run_1/clock_map.png
Bar = 20 µm.
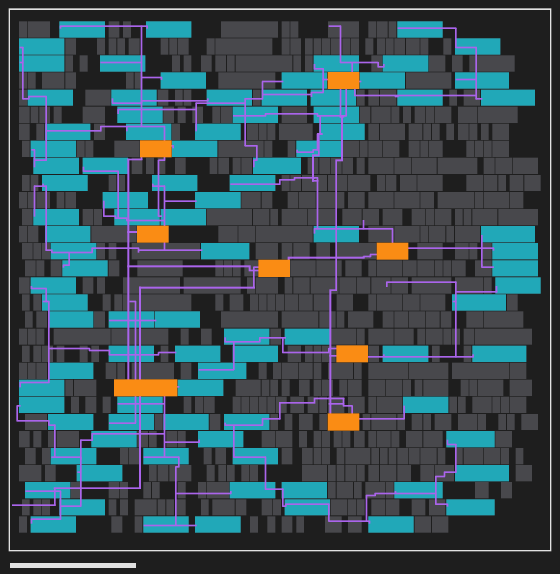
run_1/registers.png
Other sequential cells in the stronger gray, the rest of the logic in the fainter gray.
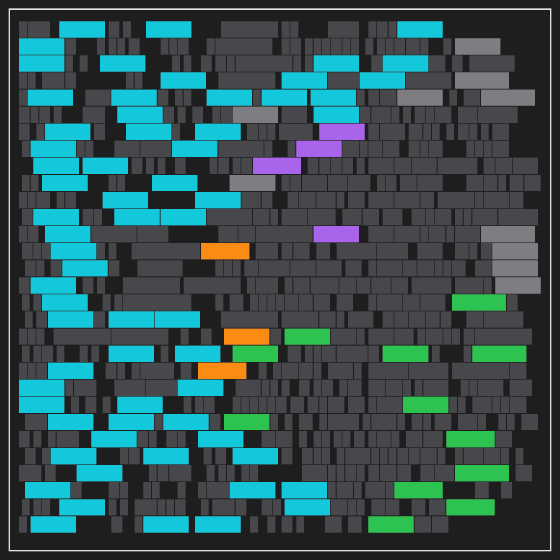
run_1/drive_strength.png
Bar = 20 µm.
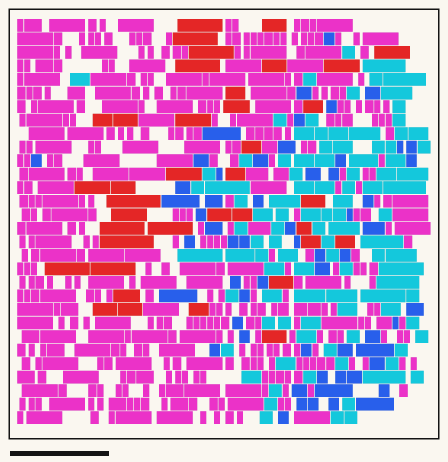
==> config.mk <==
export PLATFORM = sky130hd
export DESIGN_NAME = input_buffer_reader
export DESIGN_NICKNAME = d
export VERILOG_FILES = /design/src/rtl/input_buffer_reader.sv
export SDC_FILE = /design/constraint.sdc
export NUM_CORES = 1
export LEC_CHECK = 0
export ABC_AREA = 1
export CORE_UTILIZATION = 56
export CTS_CLUSTER_DIAMETER = 50
export CTS_CLUSTER_SIZE = 12
export DETAILED_ROUTE_END_ITERATION = 16
export DONT_BUFFER_PORTS = 1
export PLACE_DENSITY = 0.71
export SLEW_MARGIN = 15
export SYNTH_ARGS = -nofsm -noshare
export SYNTH_HDL_FRONTEND = slang
export SYNTH_SLANG_ARGS = --single-unit
==> constraint.sdc <==
create_clock -name clk -period 1.4 [get_ports clk]
set_clock_uncertainty 0.05 [all_clocks]
set_input_delay 0.28 -clock clk [delete_from_list [all_inputs] [get_ports clk]]
set_output_delay 0.28 -clock clk [all_outputs]
set_load 0.005 [all_outputs]
==> deck_impl_summary.md, run 1 <==
Implementation Results

Outcome
  – Status: finished, violations left
  – Failing checks: negative hold slack, negative setup slack

Routing
  – Final WL: 12.53 mm
  – DRC: 0

Timing
  – Setup violators final: 90
  – WHS: -0.09039 ns
  – Final period utilization: 117.1%
  – FMAX: 610.0 MHz
  – Post-layout worst setup margin: -0.2393 ns
  – Count of pins over their slew limit: 0
  – Fin. Hold Viols: 18

Run
  – Max-cap viol count: 0

Power
  – Internal: 5.924 mW
  – Worst vdd ir: 1.148 mV
  – Net Sw Frac: 37.47%
  – Design Power: 9.474 mW
  – Comb pwr share: 39.7%
  – P per Cell Area: 1703 mW/mm²
  – Leak: 2.422 nW

Synth
  – Post-synth net total: 629
  – Syn Inst Count: 554
  – Xor+xnor area frac: 0.6641%
  – Simple share: 31.15%
  – Post-synthesis area per instance: 7.141 µm²
  – Syn Std Cell Area: 0.003956 mm²
  – Dominant combinational family: simple AND/OR/NAND/NOR gates

Floorplanning
  – Chip area: 0.007405 mm²
  – Core ar.: 0.006794 mm²
  – Ports: 153
  – Pre-Place Util: 58.23%

Setup path
  – Worst reg-to-reg path cell count: 10
  – Critical path arrival: 1.88 ns
  – Max FO, Critical Path: 5

Worst hold path
  – Hold Path Class: input pin to register
  – Hold Path Cell Cnt: 1

CTS
  – Clock Tree Root: clkbuf_8
  – CTS clock-pin slew for the worst setup and hold paths: 0.10 ns
  – CTS Buffer Depth: 2
  – Setup Buffers After CTS: 4

GRT
  – Largest net degree at the start of global routing: 58

Place
  – PortBufs: 0

Final layout
  – Top cells excl fill/tap: nor2_1 (150), dfxtp_1 (81), o21ai_0 (55), nand2_1 (54), buf_4 (52)
  – Max reg flops: 64
## Picture notes: clock_map.png
clock wires -> purple  # length 1100 µm
flip-flops -> cyan  # count 93
cells driving clock nets -> orange  # count 9
routed clock nets = 10
flops lie = all over the die
clock share of power: 21.5%
Clock Power: 2.04 mW
Late-Pin Clk Latency: 0.36 ns

## Picture notes: registers.png
wait_q -> purple  # placed flops 4, where top middle
out_data -> cyan  # placed flops 64
buf_address -> green  # placed flops 12
pass_q -> orange  # placed flops 3
not colored = 10
P_seq: 3.67 mW
Final Core Density: 81.90%
Seq. cell area: 0.001892 mm²

## Picture notes: drive_strength.png
drive 1 or less -> magenta  # cells 431, share 69%
drive 3 to 4 -> cyan  # cells 101, share 16%
drive 6 and up -> red  # cells 38, share 6.0%
drive 2 -> blue  # cells 59, share 9.4%
Final Cell Area: 0.005564 mm²
Syn-to-layout area delta: 40.64%

run 1: metrics by stage:
step,utilization [%],instances
detailed placement,64.66,675
finish,81.90,725
floorplan,-,554
global placement,64.66,675
global route,81.90,725
CTS,72.54,701
run 1: per-layer routing:
layer	share of wire (%)	track usage (%)	up-vias
li1	-	-	1897
met1	40	34.75	1902
met2	49	43.80	233
met3	7.5	6.737	47
met4	3.2	13.33	0
met5	0	0	-
run 1: power by group through the flow:
stage	logic, mW	clock network (mW)	registers (mW)
floorplan	1.67	0	3.52
global placement	2.27	0	3.63
detailed placement	2.35	0	3.64
CTS	2.79	2.01	3.63
global route	4.04	2.16	3.72
finish	3.76	2.04	3.67
run 1: layout make-up:
type | count | area, µm² | area share, %
clock inverter | 5 | 83.83 | 1.507
timing repair buffer | 87 | 940.9 | 16.91
multi-input combinational | 398 | 2242 | 40.30
clock buffer | 10 | 137.6 | 2.474
tap | 96 | 120.1 | 2.159
inverter | 36 | 147.6 | 2.653
sequential | 93 | 1892 | 34.00
run 1: synth_stat cells (3+ instances only):
cell      number  area [µm²]
inv_1         32       120.1
nor2_2         7       43.79
dfxtp_1       93        1862
or2_2          3       18.77
a21oi_1       20       100.1
o21ai_1        7       35.03
inv_2          4       15.01
ha_1           6       75.07
clkbuf_1      16       60.06
nand2_1       76       285.3
nor2_1       167       626.9
o21ai_0       66       330.3
nor3_1         3       15.01
nand3_2        4       40.04
buf_2          8       40.04
nand2_2        4       25.02
nand3_1       20       100.1
run 1: critical path, cell delays in order, from the launching register on:
cell	delay, ns
dfxtp_4	0.38
inv_2	0.05
ha_4	0.17
nand2_4	0.07
nor2_4	0.05
nand2_4	0.13
buf_4	0.15
nand3_1	0.11
nor2_1	0.18
nand2_1	0.11
a21oi_2	0.14
run_1/met4.png
Supply wires on this layer in gray.
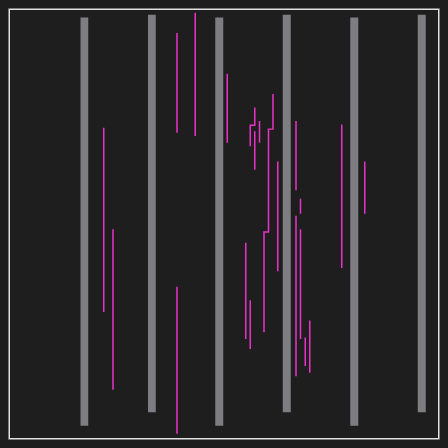

## Run 2: what changed since run 1
- CELL_PAD_IN_SITES_DETAIL_PLACEMENT: not set -> 2
- CELL_PAD_IN_SITES_GLOBAL_PLACEMENT: not set -> 2
- CORE_UTILIZATION: 56 -> 30
- PLACE_DENSITY: 0.71 -> 0.72
- SETUP_SLACK_MARGIN: not set -> 0.3
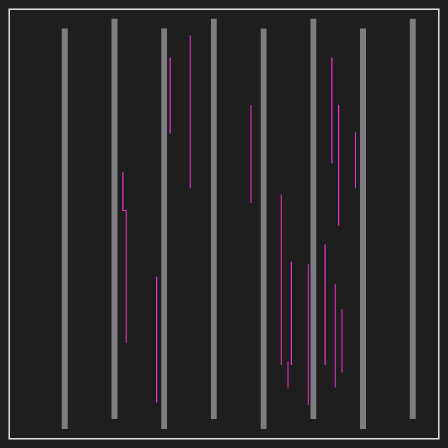
run_2/met4.png
Supply wires on this layer in gray.
longest straight run = 46.2 µm
wire length on this layer = 442 µm
nets with wire on the layer = 14
share of all routed wire = 2.3%
main direction = vertical
final WL: 19.60 mm
Via Count: 4195

==> run 2 against run 1 <==
Sequential power grew 3%; the run still ends with negative hold slack, negative setup slack left; sequential share of layout area shrank 4.5 points; maximum frequency shrank 3.8%; combinational power grew 33%; core utilization shrank 31 points; design area grew 16%; non-clock buffer count grew 9; flip-flop count is the same.
==> deck_impl_summary.md, run 2 <==
Implementation Results

Final layout
  – Post-Layout Cell Count: 811 (was 725)
  – Max reg flops: 64 (unchanged)
  – Top cells excl fill/tap: nor2_1 (116), dfxtp_1 (75), nand2_1 (48), buf_4 (39), o21ai_2 (37) (was nor2_1 (150), dfxtp_1 (81), o21ai_0 (55), nand2_1 (54), buf_4 (52))
  – Syn-to-layout area delta: 63.54% (was 40.64%)

GRT
  – Largest net degree at the start of global routing: 42 (was 58)

Setup path
  – Critical path arrival: 1.93 ns (was 1.88 ns)
  – CP Capture Type: register (unchanged)
  – WP buf/inv: 3 (was 2)
  – Levels on crit path: 9 (was 10)
  – Max FO, Critical Path: 5 (unchanged)
  – CP cell instances: inv_4 > nand3_4 > nor2_4 > inv_2 > nand3_2 > nor2_2 > buf_4 > nand2_1 > a21oi_1 (was inv_2 > ha_4 > nand2_4 > nor2_4 > nand2_4 > buf_4 > nand3_1 > nor2_1 > nand2_1 > a21oi_2)
  – Max stage delay on crit path: 0.40 ns (was 0.38 ns)
  – Crit path max-delay cell type: dfxtp_4 (unchanged)
  – Worst reg-to-reg path cell count: 9 (was 10)
  – CP delay by family, top: simple AND/OR/NAND/NOR gates (unchanged)

Synth
  – Dominant cell area share: 47.06% (unchanged)
  – Cells in synth_stat.txt: 554 (unchanged)
  – Syn Std Cell Area: 0.003956 mm² (unchanged)
  – Post-synth net total: 629 (unchanged)
  – Most frequent cells after synthesis: nor2_1 (167), dfxtp_1 (93), nand2_1 (76), o21ai_0 (66), inv_1 (32) (unchanged)
  – Syn Inst Count: 554 (unchanged)
  – Synth top area cells: dfxtp_1 (47%), nor2_1 (16%), o21ai_0 (8.3%) (unchanged)
  – Synth area leader: dfxtp_1 (unchanged)

Power
  – P per Cell Area: 1718 mW/mm² (was 1703 mW/mm²)
  – Net Sw Frac: 40.09% (was 37.47%)
  – Leak: 2.602 nW (was 2.422 nW)
  – Comb pwr share: 44.9% (was 39.7%)
  – Clock share of power: 21.1% (was 21.5%)
  – Worst vdd ir: 0.6421 mV (was 1.148 mV)

CTS
  – CTS tree: yes (unchanged)
  – CTS Buffer Depth: 2 (unchanged)
  – CTS clock-pin slew for the worst setup and hold paths: 0.07 ns (was 0.10 ns)
  – Late-Pin Clk Latency: 0.35 ns (was 0.36 ns)

Floorplanning
  – Ports: 153 (unchanged)
  – Pre-Place Util: 31.10% (was 58.23%)
  – Chip area: 0.01365 mm² (was 0.007405 mm²)
  – Core ar.: 0.01272 mm² (was 0.006794 mm²)

Routing
  – DRC: 0 (unchanged)

Worst hold path
  – Hold Path Cell Cnt: 1 (unchanged)
  – Hold Path Class: input pin to register (unchanged)

Run
  – Max-cap viol count: 0 (unchanged)

Timing
  – Fin. Hold Viols: 15 (was 18)
  – Setup violators final: 90 (unchanged)
  – Post-layout worst setup margin: -0.3033 ns (was -0.2393 ns)
  – Final period utilization: 121.7% (was 117.1%)
  – WHS: -0.06908 ns (was -0.09039 ns)
  – FMAX: 587.1 MHz (was 610.0 MHz)
  – Count of pins over their slew limit: 0 (unchanged)

Place
  – PortBufs: 0 (unchanged)
  – Placed Cells: 751 (was 675)

Outcome
  – Failing checks: negative hold slack, negative setup slack (unchanged)
  – Status: finished, violations left (unchanged)
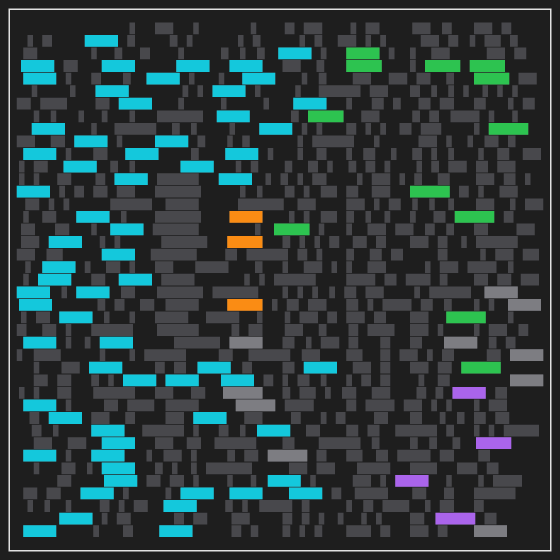
run_2/registers.png
Other sequential cells in the stronger gray, the rest of the logic in the fainter gray.
wait_q -> purple  # placed flops 4, where bottom right
buf_address -> green  # placed flops 12
pass_q -> orange  # placed flops 3
out_data -> cyan  # placed flops 64
P_seq: 3.78 mW
sequential cell area share: 29.47%
Final Core Density: 50.86%
Seq. cell area: 0.001907 mm²

[run 2: cell counts after synthesis]
Identical to the previous run, type by type.
[run 2: layer usage]
layer	routed length, µm	up-vias	track usage [%]
li1	-	1930	-
met1	7395	2106	27.59
met2	10750	125	48.60
met3	1012	34	6.025
met4	442	0	9.114
met5	0	-	0
[run 2: power groups by stage]
stage | Sequential [mW] | Clock (mW) | Combinational (mW)
detailed placement | 3.72 | 0 | 2.69
finish | 3.78 | 2.34 | 4.99
floorplan | 3.57 | 0 | 1.89
global route | 3.85 | 2.48 | 5.28
global placement | 3.70 | 0 | 2.54
CTS | 3.70 | 2.35 | 3.86
[run 2: through the flow]
stage          setup slack, ns  cell area, µm²  total power, mW
2_1_floorplan          0.03439            4164            5.455
3_3_place_gp          -0.07587            4626            6.243
3_5_place_dp           -0.1609            4626            6.411
4_1_cts                -0.1130            5824            9.914
5_1_grt                -0.3239            6470            11.61
6_report               -0.3033            6470            11.11
[run 2: what timing repair did]
item	in CTS	in global routing
endpoints found under the setup margin	105	105
hold endpoints to repair	16	15
buffers inserted	13	14
gates resized	173	127
pin swaps	45	50
cloned	11	5
[run 2: kinds of logic after synthesis]
| family | synth area share [%] |
|---|---|
| adders and majority gates | 1.897 |
| buffers and inverters | 6.894 |
| and+or+nand+nor | 31.15 |
| DFF | 47.06 |
| AOI/OAI and AO/OA | 12.33 |
| xor gates and xnor gates | 0.6643 |
[run 2: final cells by class]
cell class	instances	area [µm²]
multi-input cells	398	2644
flip-flops and latches	93	1907
well taps	172	215.2
fillers	1384	6252
clock inverters	5	36.28
clock buffers	11	232.7
inverters	36	158.9
repair buffers	96	1276
Power is estimated from default activity; no workload was simulated.
